### src/rtl/sign_cmp_pkg.sv
// Shared definitions for the bit-serial signed compare-and-select stage.
//   state_e      : controller states
//   DefaultWidth : default operand width
//   ref_lteq()   : flat reference for signed a <= b at the default width
package sign_cmp_pkg;

  localparam int unsigned DefaultWidth = 32;

  typedef enum logic [1:0] {
    StIdle  = 2'd0,
    StShift = 2'd1,
    StDone  = 2'd2
  } state_e;

  // Word-level signed compare, used as the golden function for checking.
  function automatic logic ref_lteq(input logic [DefaultWidth-1:0] a,
                                    input logic [DefaultWidth-1:0] b);
    return $signed(a) <= $signed(b);
  endfunction

endpackage

### src/rtl/sign_lteq_bitcell.sv
// One step of the LSB-first signed <= recurrence.
//   ai, bi  : current bits of a and b
//   le      : running "a <= b" flag over the bits seen so far
//   is_sign : high when ai/bi are the sign bits
//   le_next : updated flag
// When the bits differ the flag is overwritten by x, which is bi on magnitude
// bits (a has 0, b has 1) and ai on the sign bit (a negative, b not). The
// select on is_sign is a control mux; the data path uses a single AND.
module sign_lteq_bitcell (
  input  logic ai,
  input  logic bi,
  input  logic le,
  input  logic is_sign,
  output logic le_next
);

  logic x;

  always_comb begin
    x       = is_sign ? ai : bi;
    le_next = le ^ ((ai ^ bi) & (x ^ le));
  end

endmodule

### src/rtl/sign_lteq_minmax_serial.sv
// Bit-serial signed compare-and-select: accepts one (a, b) pair, scans it
// LSB-first over WIDTH cycles and presents lteq = (a <= b), min and max.
//   clk, rst_n           : clock, asynchronous active-low reset
//   in_valid/in_ready    : operand handshake, in_a/in_b sampled on accept
//   out_valid/out_ready  : result handshake
//   out_lteq/min/max     : result, held until the next result is produced
module sign_lteq_minmax_serial
  import sign_cmp_pkg::*;
#(
  parameter int unsigned WIDTH = DefaultWidth
) (
  input  logic             clk,
  input  logic             rst_n,
  input  logic             in_valid,
  output logic             in_ready,
  input  logic [WIDTH-1:0] in_a,
  input  logic [WIDTH-1:0] in_b,
  output logic             out_valid,
  input  logic             out_ready,
  output logic             out_lteq,
  output logic [WIDTH-1:0] out_min,
  output logic [WIDTH-1:0] out_max
);

  localparam int unsigned CntW = $clog2(WIDTH);
  localparam logic [CntW-1:0] LastCnt = CntW'(WIDTH - 1);

  state_e           state_q, state_d;
  logic [CntW-1:0]  cnt_q, cnt_d;
  logic             le_q, le_d;
  logic [WIDTH-1:0] a_sh_q, a_sh_d;
  logic [WIDTH-1:0] b_sh_q, b_sh_d;
  logic [WIDTH-1:0] a_hold_q, a_hold_d;
  logic [WIDTH-1:0] b_hold_q, b_hold_d;
  logic             in_ready_q, in_ready_d;
  logic             out_valid_q, out_valid_d;
  logic             out_lteq_q, out_lteq_d;
  logic [WIDTH-1:0] out_min_q, out_min_d;
  logic [WIDTH-1:0] out_max_q, out_max_d;

  logic is_sign;
  logic le_next;

  assign is_sign = (cnt_q == LastCnt);

  sign_lteq_bitcell u_bitcell (
    .ai      (a_sh_q[0]),
    .bi      (b_sh_q[0]),
    .le      (le_q),
    .is_sign (is_sign),
    .le_next (le_next)
  );

  always_comb begin
    state_d     = state_q;
    cnt_d       = cnt_q;
    le_d        = le_q;
    a_sh_d      = a_sh_q;
    b_sh_d      = b_sh_q;
    a_hold_d    = a_hold_q;
    b_hold_d    = b_hold_q;
    in_ready_d  = in_ready_q;
    out_valid_d = out_valid_q;
    out_lteq_d  = out_lteq_q;
    out_min_d   = out_min_q;
    out_max_d   = out_max_q;

    unique case (state_q)
      StIdle: begin
        if (in_valid && in_ready_q) begin
          a_sh_d     = in_a;
          b_sh_d     = in_b;
          a_hold_d   = in_a;
          b_hold_d   = in_b;
          le_d       = 1'b1;
          cnt_d      = '0;
          in_ready_d = 1'b0;
          state_d    = StShift;
        end
      end
      StShift: begin
        le_d   = le_next;
        a_sh_d = a_sh_q >> 1;
        b_sh_d = b_sh_q >> 1;
        if (is_sign) begin
          out_lteq_d  = le_next;
          out_min_d   = le_next ? a_hold_q : b_hold_q;
          out_max_d   = le_next ? b_hold_q : a_hold_q;
          out_valid_d = 1'b1;
          state_d     = StDone;
        end else begin
          cnt_d = cnt_q + CntW'(1);
        end
      end
      StDone: begin
        if (out_ready) begin
          out_valid_d = 1'b0;
          in_ready_d  = 1'b1;
          state_d     = StIdle;
        end
      end
      default: begin
        state_d     = StIdle;
        in_ready_d  = 1'b1;
        out_valid_d = 1'b0;
      end
    endcase
  end

  always_ff @(posedge clk or negedge rst_n) begin
    if (!rst_n) begin
      state_q     <= StIdle;
      cnt_q       <= '0;
      le_q        <= 1'b1;
      a_sh_q      <= '0;
      b_sh_q      <= '0;
      a_hold_q    <= '0;
      b_hold_q    <= '0;
      in_ready_q  <= 1'b1;
      out_valid_q <= 1'b0;
      out_lteq_q  <= 1'b0;
      out_min_q   <= '0;
      out_max_q   <= '0;
    end else begin
      state_q     <= state_d;
      cnt_q       <= cnt_d;
      le_q        <= le_d;
      a_sh_q      <= a_sh_d;
      b_sh_q      <= b_sh_d;
      a_hold_q    <= a_hold_d;
      b_hold_q    <= b_hold_d;
      in_ready_q  <= in_ready_d;
      out_valid_q <= out_valid_d;
      out_lteq_q  <= out_lteq_d;
      out_min_q   <= out_min_d;
      out_max_q   <= out_max_d;
    end
  end

  assign in_ready  = in_ready_q;
  assign out_valid = out_valid_q;
  assign out_lteq  = out_lteq_q;
  assign out_min   = out_min_q;
  assign out_max   = out_max_q;

endmodule

### config.mk
export PLATFORM = sky130hd
export DESIGN_NAME = sign_lteq_minmax_serial
export DESIGN_NICKNAME = d
export VERILOG_FILES = /design/src/rtl/sign_cmp_pkg.sv /design/src/rtl/sign_lteq_bitcell.sv /design/src/rtl/sign_lteq_minmax_serial.sv
export SDC_FILE = /design/constraint.sdc
export NUM_CORES = 1
export LEC_CHECK = 0
export CAP_MARGIN = 5
export CORE_MARGIN = 5
export CORE_UTILIZATION = 35
export DETAILED_ROUTE_END_ITERATION = 8
export GPL_TIMING_DRIVEN = 1
export PLACE_DENSITY = 0.6
export REMOVE_ABC_BUFFERS = 1
export SKIP_LAST_GASP = 1
export SYNTH_ARGS = -nofsm -noshare
export SYNTH_HDL_FRONTEND = slang
export SYNTH_SLANG_ARGS = --single-unit
### constraint.sdc
create_clock -name clk -period 2.2 [get_ports clk]
set_input_delay 0.44 -clock clk [delete_from_list [all_inputs] [get_ports clk]]
set_output_delay 0.44 -clock clk [all_outputs]
set_load 0.03 [all_outputs]
Run 1, clock wires, drivers and flops:
Drawn at 2 px/µm.
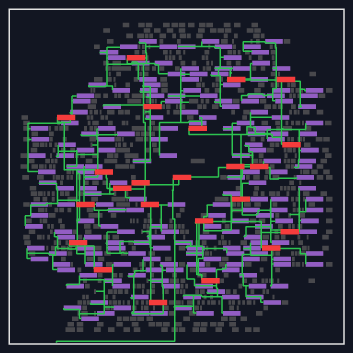
[red] clock drivers | count: 23
[green] clock wires | length: 2610 µm
[purple] flip-flops | count: 203
routed clock nets: 24
flops lie: all over the die

Run 1, clock nets:
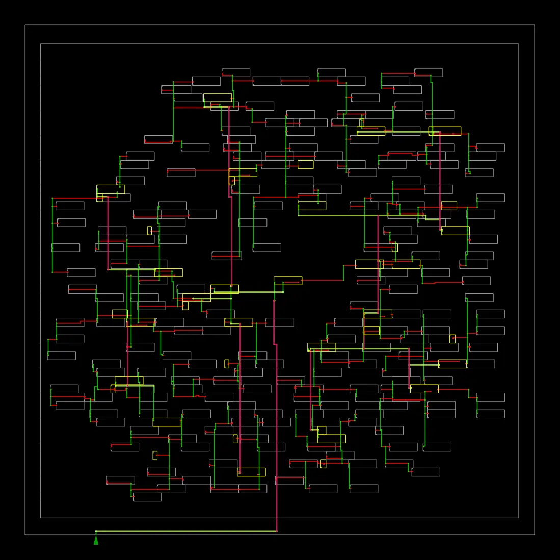
Clock Latency Late Sink: 0.49 ns
# clk buffers: 34
CTS buffer count: 23

==> impl_metrics.ini, run 1 <==
; flow metrics
[synth]
syn_area_per_cell_um2 = 11.1
yosys_warnings = 0
yosysSeqAreaShare_pct = 59.2
synthSimpleGateAreaFrac_pct = 13.0
edf_count = 0
largest_area_cell = dfrtp_1
ys_async_sr_fraction_pct = 100

[setup_path]
crit_family = simple AND/OR/NAND/NOR gates
reg2reg_slack_ns = 0.16
cp_max_fo = 7
required_ns = 2.62
reg2reg_from = cnt_q[0]

[floorplan]
fp_util_pct = 35.4
placementRows = 57
die_x_um = 167
io_pins = 135

[final_timing]
skew_ns = 0.00809
min_period_ns = 2.04
rsz0062_at_grt = false
setup_slack_ns = 0.164
max_freq_mhz = 491

[finish]
num_antenna_cells = 0
final_area_um2 = 11100
lay_top_count = dfrtp_1
lay_top_cells = 201 x dfrtp_1, 132 x clkdlybuf4s50_1, 71 x nand2_1

[power]
pwr.group.clock_mw = 3.52
powerComb_mw = 5.73
p_per_area_nw_per_um2 = 1360

[global_route]
groute.layer.met2.usage_pct = 24.4
overflow = 0
grt_use_met1_pct = 22.1
grt_start_max_net_pins = 85

[job]
tool_warnings = 25

[placement]
post-place-ws_ns = 0.110
post-dp-hpwl_um = 14500

[route]
viasPerCell = 5.32
met3_length_um = 859

[status]
outcome = finished clean
Run 1, met3 routing:
Drawn at 3 px/µm.
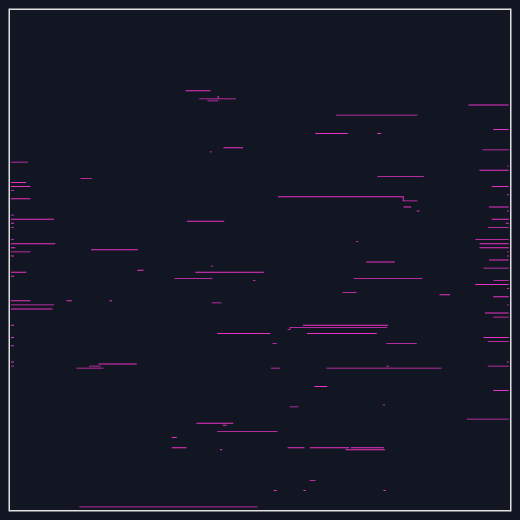
wire length on this layer: 860 µm
share of all routed wire: 3.9%

-- run 1: flip-flops by register name, indices dropped and copies added (netlist names) --
register and cells:
a_hold_q 32, a_sh_q 32, b_hold_q 32, b_sh_q 32, cnt_q 5, in_ready 1
le_q 1, out_lteq 1, out_max 32, out_min 32, out_valid 1, state_q 2
-- run 1: final cells by class --
cell class / count / area (µm²) / share of cell area, %
inverter: 4 / 15.0 / 0.135
sequential: 203 / 5080 / 45.8
tap: 324 / 405 / 3.65
multi-input combinational: 493 / 3200 / 28.8
timing repair buffer: 161 / 1700 / 15.3
clock inverter: 7 / 37.5 / 0.338
clock buffer: 34 / 657 / 5.92
--- run 2 (diff from run 1) ---
GPL_ROUTABILITY_DRIVEN = 0   (was default)
Run 2, met3 routing:
Drawn at 3 px/µm.
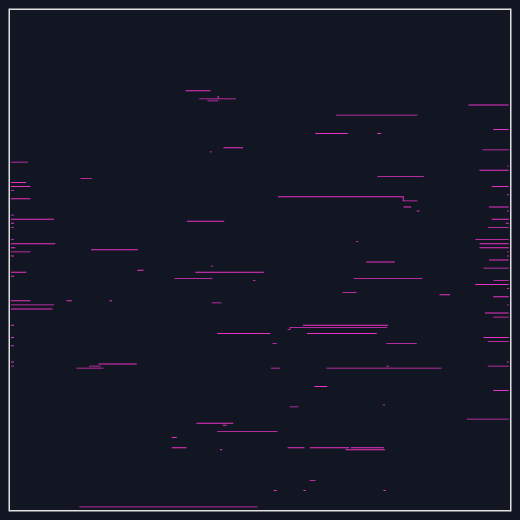
GR Util met3: 2.47%
Vias: 6527

==> impl_metrics.ini, run 2 <==
; flow metrics
[floorplan]
fp_util_pct = 35.4
placementRows = 57
die_x_um = 167

[finish]
clock_area_share_pct = 6.26
regArea_um2 = 5080
lay_top_count = dfrtp_1
lay_top_cells = 201 x dfrtp_1, 132 x clkdlybuf4s50_1, 71 x nand2_1
sh_seq_area_pct = 45.8
ff_count = 203
largest_cell_class = sequential cells
n_all_buffers = 161
nNonClkInverters = 4
combGateArea_um2 = 3200
num_antenna_cells = 0

[synth]
ys_async_sr_fraction_pct = 100
yosys_warnings = 0
syn_area_per_cell_um2 = 11.1
synthSimpleGateAreaFrac_pct = 13.0
largest_area_cell = dfrtp_1
yosysSeqAreaShare_pct = 59.2
edf_count = 0

[job]
tool_warnings = 25

[setup_path]
reg2reg_from = cnt_q[0]

[power]
pwr.group.clock_mw = 3.52
powerComb_mw = 5.73

[route]
met3_length_um = 859
viasPerCell = 5.32

[clock_tree]
numCtsBuffers = 23

[final_timing]
max_freq_mhz = 491

[status]
outcome = finished clean
run 2: worst min path at each step:
stage          slack [ns]     endpoint        start
6_report             0.47  out_max[25]        rst_n
5_1_grt              0.50  out_min[24]  out_min[24]
4_1_cts              0.48  out_max[25]        rst_n
3_5_place_dp         0.45  out_max[25]        rst_n
3_3_place_gp         0.44  out_max[25]        rst_n
2_1_floorplan        0.14  a_hold_q[0]        rst_n
run 2: worst max-delay path: stages, from the launching register on:
cell	delay, ns
dfrtp_1	0.40
ha_1	0.21
and3_1	0.19
ha_1	0.26
or3b_4	0.43
or3_1	0.35
a21oi_1	0.13
run 2: timing repair:
item / in CTS / in global routing
endpoints found under the setup margin: 1 / 0
hold buffers: 1 / 0
resized: 1 / 0
endpoints found under the hold margin: 47 / 0
Run 2, wiring heat map:
Drawn at 2 px/µm. The die is cut into 33 by 33 equal tiles; black is low, pale yellow is high, scaled to the fullest tile. Values are wire area over tile area, all layers added.
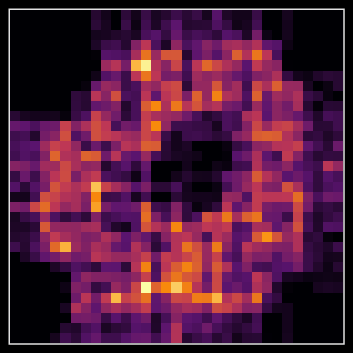

--- run 3 (diff from run 2) ---
CTS_CLUSTER_DIAMETER = 30   (was default)
Run 3, wiring heat map:
Drawn at 2 px/µm. The die is cut into 33 by 33 equal tiles; black is low, pale yellow is high, scaled to the fullest tile. Values are wire area over tile area, all layers added.
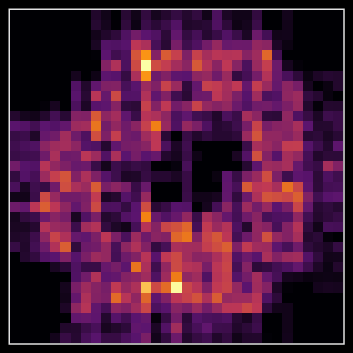
nearly empty tiles: 20%
densest ninth of the die: south
mean over tiles: 0.13
fullest tile: 0.56
tiles over half the peak: 8.5%

==> impl_metrics.ini, run 3 <==
; flow metrics
[status]
outcome = finished clean

[route]
drc = 0
viasPerCell = 5.26
via_count = 6659
drtAntennaViolNets = 0
wl_per_cell_um = 17.7

[finish]
num_antenna_cells = 0
lay_top_cells = 201 x dfrtp_1, 132 x clkdlybuf4s50_1, 71 x nand2_1
synthToLayoutAreaGrowth_pct = 40.7
post-route-util_pct = 49.8
lay_top_count = dfrtp_1

[power]
power.leakage_nw = 5.81
ir_worst_vdd_uv = 669

[setup_path]
path_buffers = 0
crit_path_top_delay_cell = or3b_4
r2r-end = cnt_q[2]
reg2reg_from = cnt_q[0]
cp_slowest_stage_delay_ns = 0.43
critical_path.cell_chain = ha_1 > and3_1 > ha_1 > or3b_4 > or3_1 > a21oi_1
crit_family = simple AND/OR/NAND/NOR gates
cp.depth = 6
cpMostUsedCell = ha_1

[synth]
ys_async_sr_fraction_pct = 100
syn_area_per_cell_um2 = 11.1
synthSimpleGateAreaFrac_pct = 13.0
yosysSeqAreaShare_pct = 59.2
yosys_warnings = 0
aoi_share_pct = 23.5
largest_area_cell = dfrtp_1
edf_count = 0
mux_share_pct = 0
ys_area_um2 = 8590

[floorplan]
fp_util_pct = 35.4
die_h_um = 167
die_x_um = 167
core_um2 = 24200
placementRows = 57

[final_timing]
max_freq_mhz = 489
slew_violations = 0

[global_route]
antenna_found_initial = 0
grt_pass1_vias = 6835

[placement]
dpl.cell_count = 1184
port_buffers = 134

[job]
tool_warnings = 25

[clock_tree]
numCtsBuffers = 44
htreeDepth = 2
[run 3: timing repair]
item | 4_1_cts | 5_1_grt
endpoints found under the setup margin | 1 | 0
hold buffers | 1 | 0
gates resized | 1 | 0
hold endpoints to repair | 47 | 0
[run 3: per-layer routing]
layer  global-route usage [%]  wire (µm)  share of wire [%]
met5                        0          0                  0
met4                     5.44        515                2.3
met3                     3.60       1020                4.5
met2                     24.9      10500                 47
met1                     21.9      10400                 46
[run 3: cell type report]
cell class,instances,area (µm²)
clock buffer,48,1150
clock inverter,34,531
fill,2175,12200
inverter,4,15.0
multi-input combinational,493,3200
sequential,203,5080
tap,324,405
timing repair buffer,161,1700
[run 3: report_power, final]
group	internal [mW]	switching [mW]	total, mW
registers	4.94	0.902	5.85
logic	2.51	3.22	5.73
clock network	5.21	2.16	7.38
